===== src/rtl/uart_rx_buffer.sv =====
// Receive-side buffer between a UART and the memory arbiter: captures each
// received byte into a FIFO and drains it to memory as a data/flag write pair.
module uart_rx_buffer #(
  parameter int                DEPTH     = 8,
  parameter int                ADDR_W    = 12,
  parameter logic [ADDR_W-1:0] DATA_ADDR = 12'h800,
  parameter logic [ADDR_W-1:0] FLAG_ADDR = 12'h801,
  parameter logic [7:0]        FLAG_BYTE = 8'h0C
) (
  input  logic                         clk,
  input  logic                         reset,
  input  logic                         rxReady,
  input  logic [7:0]                   rxDataIn,
  output logic                         rxClear,
  input  logic                         memGrant,
  output logic                         memReq,
  output logic                         memWriteOut,
  output logic [ADDR_W-1:0]            memAddress,
  output logic [7:0]                   memWriteData,
  output logic [$clog2(DEPTH+1)-1:0]   count,
  output logic                         overflow,
  input  logic                         overflowClear
);

  localparam int PW = $clog2(DEPTH);
  localparam int CW = $clog2(DEPTH + 1);

  typedef enum logic [1:0] {
    C_IDLE  = 2'd0,
    C_CLEAR = 2'd1,
    C_WAIT  = 2'd2
  } cap_state_t;

  typedef enum logic [1:0] {
    D_IDLE = 2'd0,
    D_DATA = 2'd1,
    D_FLAG = 2'd2
  } drn_state_t;

  cap_state_t        r_cap_state;
  drn_state_t        r_drn_state;
  logic [7:0]        r_mem [DEPTH];
  logic [PW-1:0]     r_wr_ptr;
  logic [PW-1:0]     r_rd_ptr;
  logic [CW-1:0]     r_count;
  logic              r_overflow;

  logic              w_pop;
  logic              w_full;
  logic              w_rx_take;
  logic              w_push;
  logic              w_drop;
  logic              w_write;
  logic [ADDR_W-1:0] w_addr;
  logic [7:0]        w_wdata;

  // A pop in the same cycle frees a slot, so a full FIFO can still accept a push.
  assign w_pop     = (r_drn_state == D_DATA) && memGrant;
  assign w_full    = (r_count == CW'(DEPTH)) && !w_pop;
  assign w_rx_take = (r_cap_state == C_IDLE) && rxReady;
  assign w_push    = w_rx_take && !w_full;
  assign w_drop    = w_rx_take && w_full;

  // Capture FSM: take one byte, pulse the UART clear, wait for the flag to fall.
  always_ff @(posedge clk or posedge reset) begin
    if (reset) begin
      r_cap_state <= C_IDLE;
    end else begin
      case (r_cap_state)
        C_IDLE: begin
          if (rxReady) begin
            r_cap_state <= C_CLEAR;
          end else begin
            r_cap_state <= C_IDLE;
          end
        end
        C_CLEAR: begin
          r_cap_state <= C_WAIT;
        end
        C_WAIT: begin
          if (!rxReady) begin
            r_cap_state <= C_IDLE;
          end else begin
            r_cap_state <= C_WAIT;
          end
        end
        default: begin
          r_cap_state <= C_IDLE;
        end
      endcase
    end
  end

  // Drain FSM: each byte becomes a data write followed by a marker write.
  always_ff @(posedge clk or posedge reset) begin
    if (reset) begin
      r_drn_state <= D_IDLE;
    end else begin
      case (r_drn_state)
        D_IDLE: begin
          if (r_count != {CW{1'b0}}) begin
            r_drn_state <= D_DATA;
          end else begin
            r_drn_state <= D_IDLE;
          end
        end
        D_DATA: begin
          if (memGrant) begin
            r_drn_state <= D_FLAG;
          end else begin
            r_drn_state <= D_DATA;
          end
        end
        D_FLAG: begin
          if (memGrant) begin
            r_drn_state <= D_IDLE;
          end else begin
            r_drn_state <= D_FLAG;
          end
        end
        default: begin
          r_drn_state <= D_IDLE;
        end
      endcase
    end
  end

  // FIFO pointers and occupancy.
  always_ff @(posedge clk or posedge reset) begin
    if (reset) begin
      r_wr_ptr <= {PW{1'b0}};
      r_rd_ptr <= {PW{1'b0}};
      r_count  <= {CW{1'b0}};
    end else begin
      if (w_push) begin
        r_wr_ptr <= r_wr_ptr + PW'(1);
      end else begin
        r_wr_ptr <= r_wr_ptr;
      end
      if (w_pop) begin
        r_rd_ptr <= r_rd_ptr + PW'(1);
      end else begin
        r_rd_ptr <= r_rd_ptr;
      end
      case ({w_push, w_pop})
        2'b10:   r_count <= r_count + CW'(1);
        2'b01:   r_count <= r_count - CW'(1);
        default: r_count <= r_count;
      endcase
    end
  end

  // FIFO storage; contents are don't-care until written.
  always_ff @(posedge clk) begin
    if (w_push) begin
      r_mem[r_wr_ptr] <= rxDataIn;
    end
  end

  // Sticky overflow; a drop outranks a simultaneous clear.
  always_ff @(posedge clk or posedge reset) begin
    if (reset) begin
      r_overflow <= 1'b0;
    end else if (w_drop) begin
      r_overflow <= 1'b1;
    end else if (overflowClear) begin
      r_overflow <= 1'b0;
    end else begin
      r_overflow <= r_overflow;
    end
  end

  // Write-port decode; address and data are forced to 0 when no write is issued.
  always_comb begin
    w_write = 1'b0;
    w_addr  = {ADDR_W{1'b0}};
    w_wdata = 8'h00;
    if (memGrant && (r_drn_state == D_DATA)) begin
      w_write = 1'b1;
      w_addr  = DATA_ADDR;
      w_wdata = r_mem[r_rd_ptr];
    end else if (memGrant && (r_drn_state == D_FLAG)) begin
      w_write = 1'b1;
      w_addr  = FLAG_ADDR;
      w_wdata = FLAG_BYTE;
    end else begin
      w_write = 1'b0;
      w_addr  = {ADDR_W{1'b0}};
      w_wdata = 8'h00;
    end
  end

  assign rxClear      = (r_cap_state == C_CLEAR);
  assign memReq       = (r_drn_state != D_IDLE);
  assign memWriteOut  = w_write;
  assign memAddress   = w_addr;
  assign memWriteData = w_wdata;
  assign count        = r_count;
  assign overflow     = r_overflow;

endmodule

===== config.mk =====
export PLATFORM = sky130hd
export DESIGN_NAME = uart_rx_buffer
export DESIGN_NICKNAME = d
export VERILOG_FILES = /design/src/rtl/uart_rx_buffer.sv
export SDC_FILE = /design/constraint.sdc
export NUM_CORES = 1
export LEC_CHECK = 0
export CAP_MARGIN = 10
export CORE_ASPECT_RATIO = 0.9
export CORE_MARGIN = 2
export CORE_UTILIZATION = 59
export DETAILED_ROUTE_END_ITERATION = 8
export PLACE_DENSITY = 0.84
export SLEW_MARGIN = 20
export SYNTH_ARGS = -nofsm -noshare
export SYNTH_HDL_FRONTEND = slang
export SYNTH_SLANG_ARGS = --single-unit

===== constraint.sdc =====
create_clock -name clk -period 3.8 [get_ports clk]
set_input_delay 0.76 -clock clk [delete_from_list [all_inputs] [get_ports clk]]
set_output_delay 0.76 -clock clk [all_outputs]
set_load 0.1 [all_outputs]

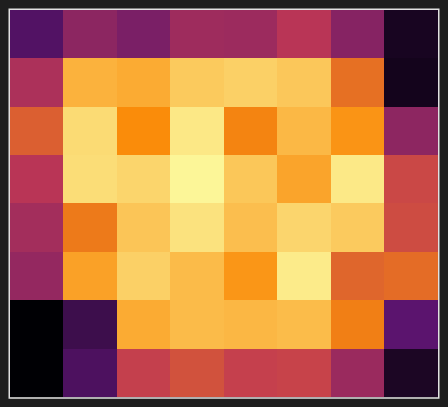
Figure 1: cell area per tile.
8 x 8 tiles, from black (low) to pale yellow (high), 0 to 100% covered.
45% of the tiles are over 75% full. The emptiest ninth of the die: bottom left. The mean over all tiles is 63%. 3.1% of the tiles are nearly empty.
core footprint: 0.00535 mm2
fp_density: 0.624
final design utilization: 0.750

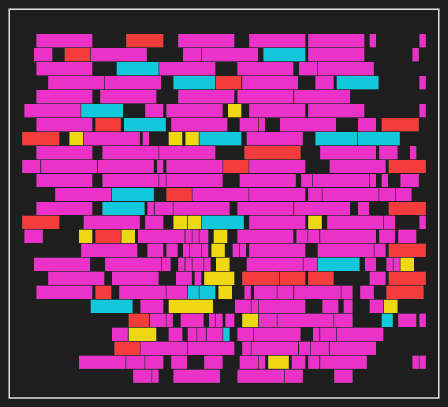
Figure 2: cells by drive strength.
Key: _2 cells = cyan [cells 18]; _6 and larger = red [cells 22]; _3 and _4 cells = yellow [cells 20]; _0 and _1 cells = magenta [cells 186]

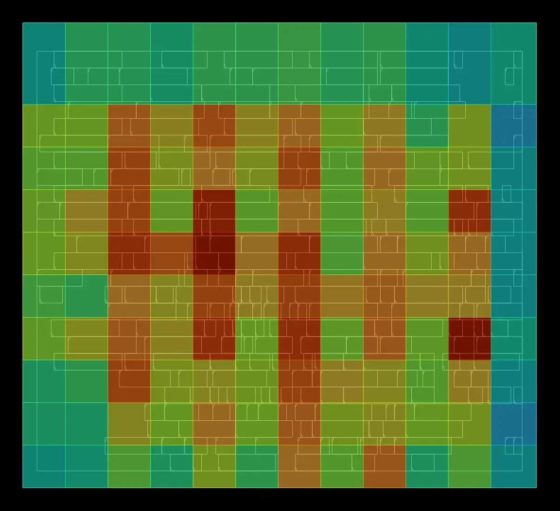
Figure 3: routing congestion.
WL/cell: 18.3 um
busiest grt layer: met2
Total GRT Usage: 0.203

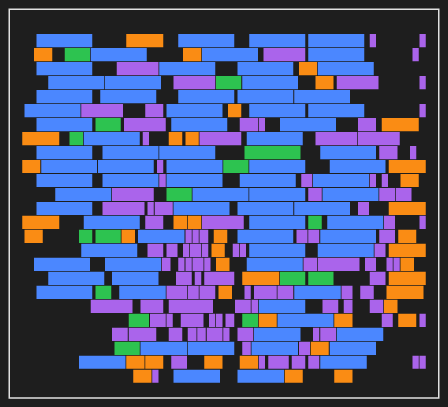
Figure 4: placed cells, one colour a class.
Key: clock drivers and dummy loads = green [cells 16, share of their area 5.2%]; combinational and other logic = purple [cells 110, share of their area 24%]; remaining buffers and delay cells = orange [cells 41, share of their area 12%]; sequential cells = blue [cells 79, share of their area 58%]

==> qor.yml <==
synthAdderAreaFrac: 0.0113
grt_antenna_before_repair: 0
h-tree-depth: 3
ys_async_sr_fraction: 0.190
dr_total_vias: 1765
yosysMostFrequentCell: "edfxtp_1"
p_per_area_mw_per_mm2: 864
cap_violations: 0
place_area_mm2: 0.00381
rr_startpoint: "r_drn_state[1]"
edf_count: 64
regToRegSetupSlack_ns: 1.51
yosysTopAreaCell: "edfxtp_1"
status: "finished, final reports clean"
min_path_type: "reg -> reg"
ys_chip_area_mm2: 0.00334
critPathRequiredTime_ns: 3.04
synthFlopType: "edfxtp_1"
cts_resized: 0
r2r_end: "r_mem[3][0]"
crit_type: "reg -> out"
antenna_cells: 0
cp-start-kind: "flop"
ant_nets: 0
wl_met2_mm: 2.67
yosysCellCount: 198
worstPathMaxFanout: 19
worstHoldPathCells: 1
rows: 25
cp.depth: 4
ys_types: 38
clk_pin_slew_ns: 0.08
dieArea_mm2: 0.00627
final_cell_area_mm2: 0.00401
topCombFamilyByArea: "multiplexers"
gr-usage-met1: 0.281
layout_top_cell: "edfxtp_1"
simple_gate_area_frac: 0.0874
ys_sh_mux: 0.120
met2_usage: 0.306
initialDrtViolationCount: 167
switchingPower_w: 0.00149
syn_inst: 198
slowest_delay_ns: 0.90
tool_warnings: 27
ir_drop_uv: 780
clock_latency_ns: 0.35
dr_wl_met3_um: 313
xor_area_frac: 0.0210
numCtsBuffers: 9
slowest_stage: "dfrtp_1"
hold_ws_ns: 0.527
topCellsByArea: "edfxtp_1 (58%), dfrtp_1 (11%), mux4_2 (9.5%), buf_4 (2.7%), mux2i_1 (1.8%)"
fin_nets: 257
tritoncts: "built"
final_cell_mix: "edfxtp_1 (64), clkdlybuf4s50_1 (19), nor2_1 (15), dfrtp_1 (15), mux4_2 (14)"
internal_power_w: 0.00198
ios: 41
totalWireLength_mm: 5.74
crit_chain: "mux4_2, nor2b_1, o41ai_1, buf_12"
p_leak_nw: 1.44
final.min_clock_period_ns: 3.24
swShare: 0.429
pre_cts_slack_ns: 0.648
via_per_inst: 5.64
place_hpwl_mm: 3.80
postCtsSetupBuffers: 0
hold_viol_final: 0
min_from: "r_drn_state[1]"
rr_worst_depth: 6
syn_avg_cell_area_um2: 16.8
seqPwrFrac: 0.371
postCtsHoldBufs: 0
p_clk_frac: 0.181
crit_family: "flip-flops"
cts_sinks: 79
-- power by group through the flow --
stage               logic [W]  registers, W  clock network [W]
floorplan             0.00108       0.00136                  0
global placement      0.00153       0.00130                  0
detailed placement    0.00156       0.00131                  0
CTS                   0.00156       0.00129           0.000639
global route          0.00163       0.00132           0.000669
finish                0.00155       0.00129           0.000630
-- area by class of cell --
type | instances | area [um2]
clock buffer | 9 | 124
clock inverter | 7 | 81.3
fill | 325 | 1340
inverter | 4 | 15.0
multi-input combinational | 106 | 932
sequential | 79 | 2300
tap | 67 | 83.8
timing repair buffer | 41 | 480
-- metrics by stage --
stage	power (W)	cells	setup TNS, ns
after floorplan	0.00244	207	-2.19
after global placement	0.00282	297	0
after detailed placement	0.00286	297	0
after CTS	0.00350	313	0
after global routing	0.00362	313	0
final	0.00347	313	0
Power and IR drop assume default switching activity.
